## src/rtl/fft_seq.sv

```systemverilog
`default_nettype none
// +----------------------------------------------------------------------+
// | Module   : fft_seq                                                   |
// | Brief    : memory-based radix-2 DIT FFT, one shared butterfly,       |
// |            valid/ready load and unload, external twiddle ROM port    |
// | Revision : 1.0                                                       |
// +----------------------------------------------------------------------+
module fft_seq #(
    parameter int DBW   = 8,
    parameter int LOG2N = 3,
    parameter int TBW   = 4
) (
    input  logic                      clk,
    input  logic                      rst,
    input  logic                      clear,
    input  logic                      inverse,
    input  logic                      in_valid,
    output logic                      in_ready,
    input  logic signed [DBW-1:0]     din_re,
    input  logic signed [DBW-1:0]     din_im,
    output logic [LOG2N-2:0]          tw_addr,
    input  logic signed [TBW-1:0]     tw_re,
    input  logic signed [TBW-1:0]     tw_im,
    output logic                      out_valid,
    input  logic                      out_ready,
    output logic signed [DBW+LOG2N:0] dout_re,
    output logic signed [DBW+LOG2N:0] dout_im,
    output logic                      out_last,
    output logic                      busy
);

    localparam int c_N  = 1 << LOG2N;
    localparam int c_W  = DBW + LOG2N + 1;
    localparam int c_SW = $clog2(LOG2N + 1);
    localparam int c_PW = c_W + TBW + 2;

    localparam logic [1:0] c_ST_LOAD   = 2'd0;
    localparam logic [1:0] c_ST_CALC   = 2'd1;
    localparam logic [1:0] c_ST_UNLOAD = 2'd2;

    localparam logic [LOG2N-1:0] c_CNT_LAST   = '1;
    localparam logic [LOG2N-1:0] c_ONE        = {{(LOG2N-1){1'b0}}, 1'b1};
    localparam logic [LOG2N-2:0] c_BF_ONES    = '1;
    localparam logic [c_SW-1:0]  c_STAGE_LAST = c_SW'(LOG2N - 1);

    logic [1:0]              r_state;
    logic [1:0]              w_state_nxt;
    logic [LOG2N-1:0]        r_load_cnt;
    logic [LOG2N-1:0]        r_out_cnt;
    logic [LOG2N-2:0]        r_bfly;
    logic [c_SW-1:0]         r_stage;
    logic                    r_exec;
    logic                    r_inv;
    logic signed [c_W-1:0]   r_mem_re [c_N];
    logic signed [c_W-1:0]   r_mem_im [c_N];

    logic                    w_abort;
    logic                    w_in_fire;
    logic                    w_out_fire;
    logic                    w_exec;
    logic                    w_calc_last;

    logic [LOG2N-2:0]        w_k;
    logic [LOG2N-1:0]        w_top;
    logic [LOG2N-1:0]        w_bot;
    logic [LOG2N-1:0]        w_half;
    logic [c_SW-1:0]         w_tw_sh;
    logic [LOG2N-2:0]        w_tw_addr;

    logic signed [c_W-1:0]   w_a_re, w_a_im, w_b_re, w_b_im;
    logic signed [c_PW-1:0]  w_br, w_bi, w_wr, w_wi_raw, w_wi;
    logic signed [c_PW-1:0]  w_pr, w_pi;
    logic signed [c_W-1:0]   w_t_re, w_t_im;

    function automatic logic [LOG2N-1:0] f_bitrev(input logic [LOG2N-1:0] a);
        logic [LOG2N-1:0] v;
        for (int i = 0; i < LOG2N; i++) begin
            v[i] = a[LOG2N-1-i];
        end
        return v;
    endfunction

    assign w_abort     = rst | clear;
    assign w_in_fire   = in_valid  & (r_state == c_ST_LOAD);
    assign w_out_fire  = out_ready & (r_state == c_ST_UNLOAD);
    assign w_exec      = (r_state == c_ST_CALC) & r_exec;
    assign w_calc_last = w_exec & (r_bfly == c_BF_ONES) & (r_stage == c_STAGE_LAST);

    // Butterfly addressing: k = j mod 2^s, top = (j>>s)*2^(s+1) + k, bot = top + 2^s
    assign w_k       = r_bfly & ~(c_BF_ONES << r_stage);
    assign w_top     = (({1'b0, r_bfly} >> r_stage) << r_stage << 1) | {1'b0, w_k};
    assign w_half    = c_ONE << r_stage;
    assign w_bot     = w_top | w_half;
    assign w_tw_sh   = c_STAGE_LAST - r_stage;
    assign w_tw_addr = w_k << w_tw_sh;

    assign w_a_re = r_mem_re[w_top];
    assign w_a_im = r_mem_im[w_top];
    assign w_b_re = r_mem_re[w_bot];
    assign w_b_im = r_mem_im[w_bot];

    // Inverse transform uses the conjugate twiddle; no 1/N scaling
    assign w_br     = c_PW'(w_b_re);
    assign w_bi     = c_PW'(w_b_im);
    assign w_wr     = c_PW'(tw_re);
    assign w_wi_raw = c_PW'(tw_im);
    assign w_wi     = r_inv ? -w_wi_raw : w_wi_raw;

    assign w_pr   = w_br * w_wr - w_bi * w_wi;
    assign w_pi   = w_br * w_wi + w_bi * w_wr;
    assign w_t_re = c_W'(w_pr >>> (TBW - 2));
    assign w_t_im = c_W'(w_pi >>> (TBW - 2));

    always_ff @(posedge clk) begin
        if (rst) begin
            r_state <= c_ST_LOAD;
        end else begin
            r_state <= w_state_nxt;
        end
    end

    always_comb begin
        w_state_nxt = r_state;
        in_ready    = 1'b0;
        busy        = 1'b0;
        out_valid   = 1'b0;
        out_last    = 1'b0;
        tw_addr     = '0;
        dout_re     = '0;
        dout_im     = '0;
        case (r_state)
            c_ST_LOAD: begin
                in_ready = 1'b1;
                if (w_in_fire && (r_load_cnt == c_CNT_LAST)) begin
                    w_state_nxt = c_ST_CALC;
                end
            end
            c_ST_CALC: begin
                busy    = 1'b1;
                tw_addr = w_tw_addr;
                if (w_calc_last) begin
                    w_state_nxt = c_ST_UNLOAD;
                end
            end
            c_ST_UNLOAD: begin
                out_valid = 1'b1;
                out_last  = (r_out_cnt == c_CNT_LAST);
                dout_re   = r_mem_re[r_out_cnt];
                dout_im   = r_mem_im[r_out_cnt];
                if (w_out_fire && (r_out_cnt == c_CNT_LAST)) begin
                    w_state_nxt = c_ST_LOAD;
                end
            end
            default: begin
                w_state_nxt = c_ST_LOAD;
            end
        endcase
        if (w_abort) begin
            w_state_nxt = c_ST_LOAD;
        end
    end

    always_ff @(posedge clk) begin
        if (w_abort) begin
            r_load_cnt <= '0;
            r_out_cnt  <= '0;
            r_bfly     <= '0;
            r_stage    <= '0;
            r_exec     <= 1'b0;
            r_inv      <= 1'b0;
        end else begin
            case (r_state)
                c_ST_LOAD: begin
                    if (w_in_fire) begin
                        if (r_load_cnt == '0) begin
                            r_inv <= inverse;
                        end
                        r_load_cnt <= r_load_cnt + 1'b1;
                    end
                end
                c_ST_CALC: begin
                    r_exec <= ~r_exec;
                    if (r_exec) begin
                        if (r_bfly == c_BF_ONES) begin
                            r_bfly  <= '0;
                            r_stage <= (r_stage == c_STAGE_LAST) ? '0 : r_stage + 1'b1;
                        end else begin
                            r_bfly <= r_bfly + 1'b1;
                        end
                    end
                end
                c_ST_UNLOAD: begin
                    if (w_out_fire) begin
                        r_out_cnt <= r_out_cnt + 1'b1;
                    end
                end
                default: begin
                    r_exec <= 1'b0;
                end
            endcase
        end
    end

    // Sample storage; contents after an abort are don't-care, so no reset
    always_ff @(posedge clk) begin
        if (w_in_fire) begin
            r_mem_re[f_bitrev(r_load_cnt)] <= c_W'(din_re);
            r_mem_im[f_bitrev(r_load_cnt)] <= c_W'(din_im);
        end else if (w_exec) begin
            r_mem_re[w_top] <= w_a_re + w_t_re;
            r_mem_im[w_top] <= w_a_im + w_t_im;
            r_mem_re[w_bot] <= w_a_re - w_t_re;
            r_mem_im[w_bot] <= w_a_im - w_t_im;
        end
    end

endmodule
`default_nettype wire

```

## config.mk

```make
export PLATFORM = sky130hd
export DESIGN_NAME = fft_seq
export DESIGN_NICKNAME = d
export VERILOG_FILES = /design/src/rtl/fft_seq.sv
export SDC_FILE = /design/constraint.sdc
export NUM_CORES = 1
export LEC_CHECK = 0
export CORE_MARGIN = 4
export CORE_UTILIZATION = 45
export DETAILED_ROUTE_END_ITERATION = 16
export PLACE_DENSITY = 0.62
export SYNTH_ARGS = -nofsm -noshare
export SYNTH_HDL_FRONTEND = slang
export SYNTH_SLANG_ARGS = --single-unit
```

## constraint.sdc

```tcl
create_clock -name clk -period 22.9 [get_ports clk]
set_clock_uncertainty 0.05 [all_clocks]
set_input_delay 4.58 -clock clk [delete_from_list [all_inputs] [get_ports clk]]
set_output_delay 4.58 -clock clk [all_outputs]
set_load 0.05 [all_outputs]
```

==> images/wires.png <==
Drawn at 1.5 px/µm.
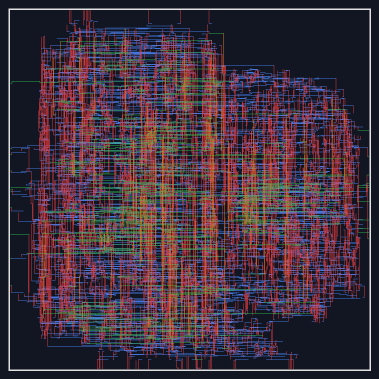
Orange is metal 4, wire length 4,610 µm. Red is metal 2, wire length 38.3 mm. Green is metal 3, wire length 8,640 µm. Blue is metal 1, wire length 32.3 mm.

==> images/clocks.png <==
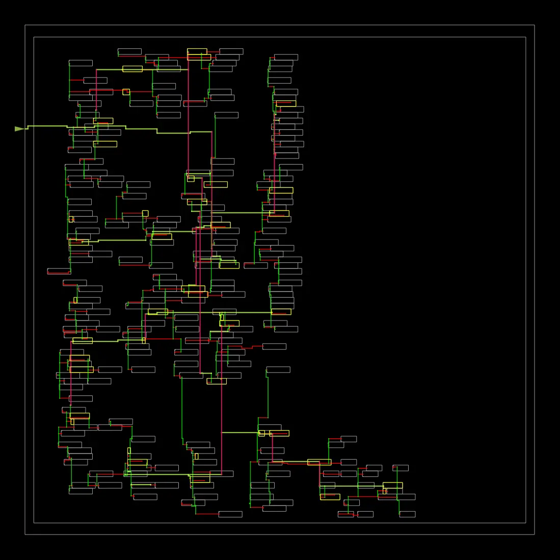
number of sequential cells: 209
clock buf count: 26
# clock sinks: 209
Latency at later pin: 550 ps

==> images/flops_by_reg.png <==
Drawn at 1 px/µm.
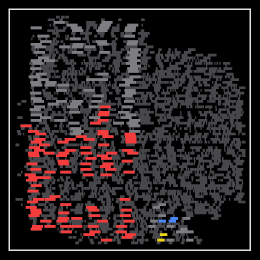
Yellow is r_state, placed flops 2. Blue is r_load_cnt, placed flops 3. Red is r_mem_re, placed flops 96.
Another 108 sequential cells are not coloured.

==> images/io_fan.png <==
Drawn at 2 px/µm.
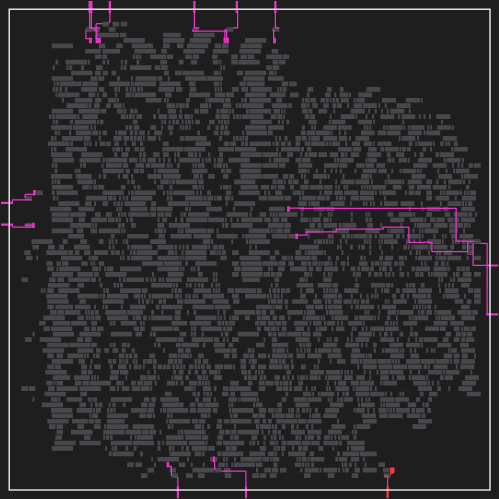
Red is clear, bits 1, direction input, edge bottom, end cells 1, buffers 1, wire 11.1 µm. Magenta is dout_im, bits 12, direction output, edge 6 top, 2 right, 2 bottom, 2 left, end cells 12, buffers 12, wire 471 µm.

==> images/logic_types.png <==
Drawn at 1.5 px/µm.
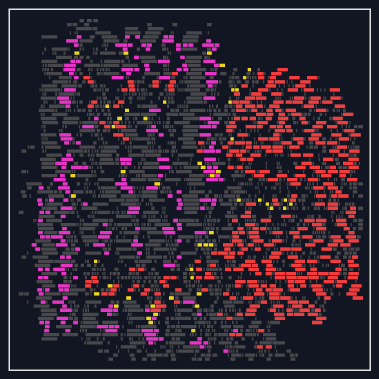
Magenta is multiplexers, cells 203. Yellow is AND-OR and OR-AND gates, cells 50. Red is adder and majority cells, cells 361.

worst reg2reg max path, delay by kind of cell, from the launching register on:
kind / cells / cell delay, ps
xor+xnor: 2 / 650
simple gates: 6 / 1710
flops: 1 / 760
buf+inv: 5 / 1320
fa+ha+maj: 9 / 3940
compound gates: 9 / 2370
worst paths after layout:
kind	to	cells past startpoint	slack [ps]	from
worst min-delay path	register	2	430	r_out_cnt[1]$_SDFFE_PP0P_
worst max-delay path	r_mem_im[3][11]$_DFFE_PP_	30	9110	tw_im[0]
worst max register to register	r_mem_im[3][11]$_DFFE_PP_	31	11750	r_stage[1]$_SDFFE_PP0P_
worst min register to register	register	2	430	r_out_cnt[1]$_SDFFE_PP0P_
==> results.yml <==
# yosys + openroad results
status:
  status: "finished, final reports clean"
grt:
  grt_pass1_vias: 20200
floorplan:
  initCoreUtil: 0.457
  die_y_um: 240
place:
  gp_congestion: 0.978
  place_ws_ps: 8810
flow_run:
  warnings: 51
clocking:
  htreeDepth: 1
  post_cts_buffers: 0
  numCtsBuffers: 23
  clkTransAtPathRegs_ps: 60
yosys:
  top_cell: "inv_1"
  synthCells: 2515
  aoi_share: 0.116
  synth-main-ff-cell: "edfxtp_1"
  ys_types: 74
  top_cells_by_count: "315 x inv_1, 287 x nor2_1, 276 x nand2_1, 203 x fa_1, 192 x edfxtp_1"
  postSynth.asyncResetShare: 0
setup_path:
  slowest_delay_ps: 990
  cp.required_ps: 23060
finish:
  signal_buffers: 110
hold_path:
  hp-class: "register to register"
drt:
  wl_met2_um: 38300
  wl_per_cell_um: 26.1
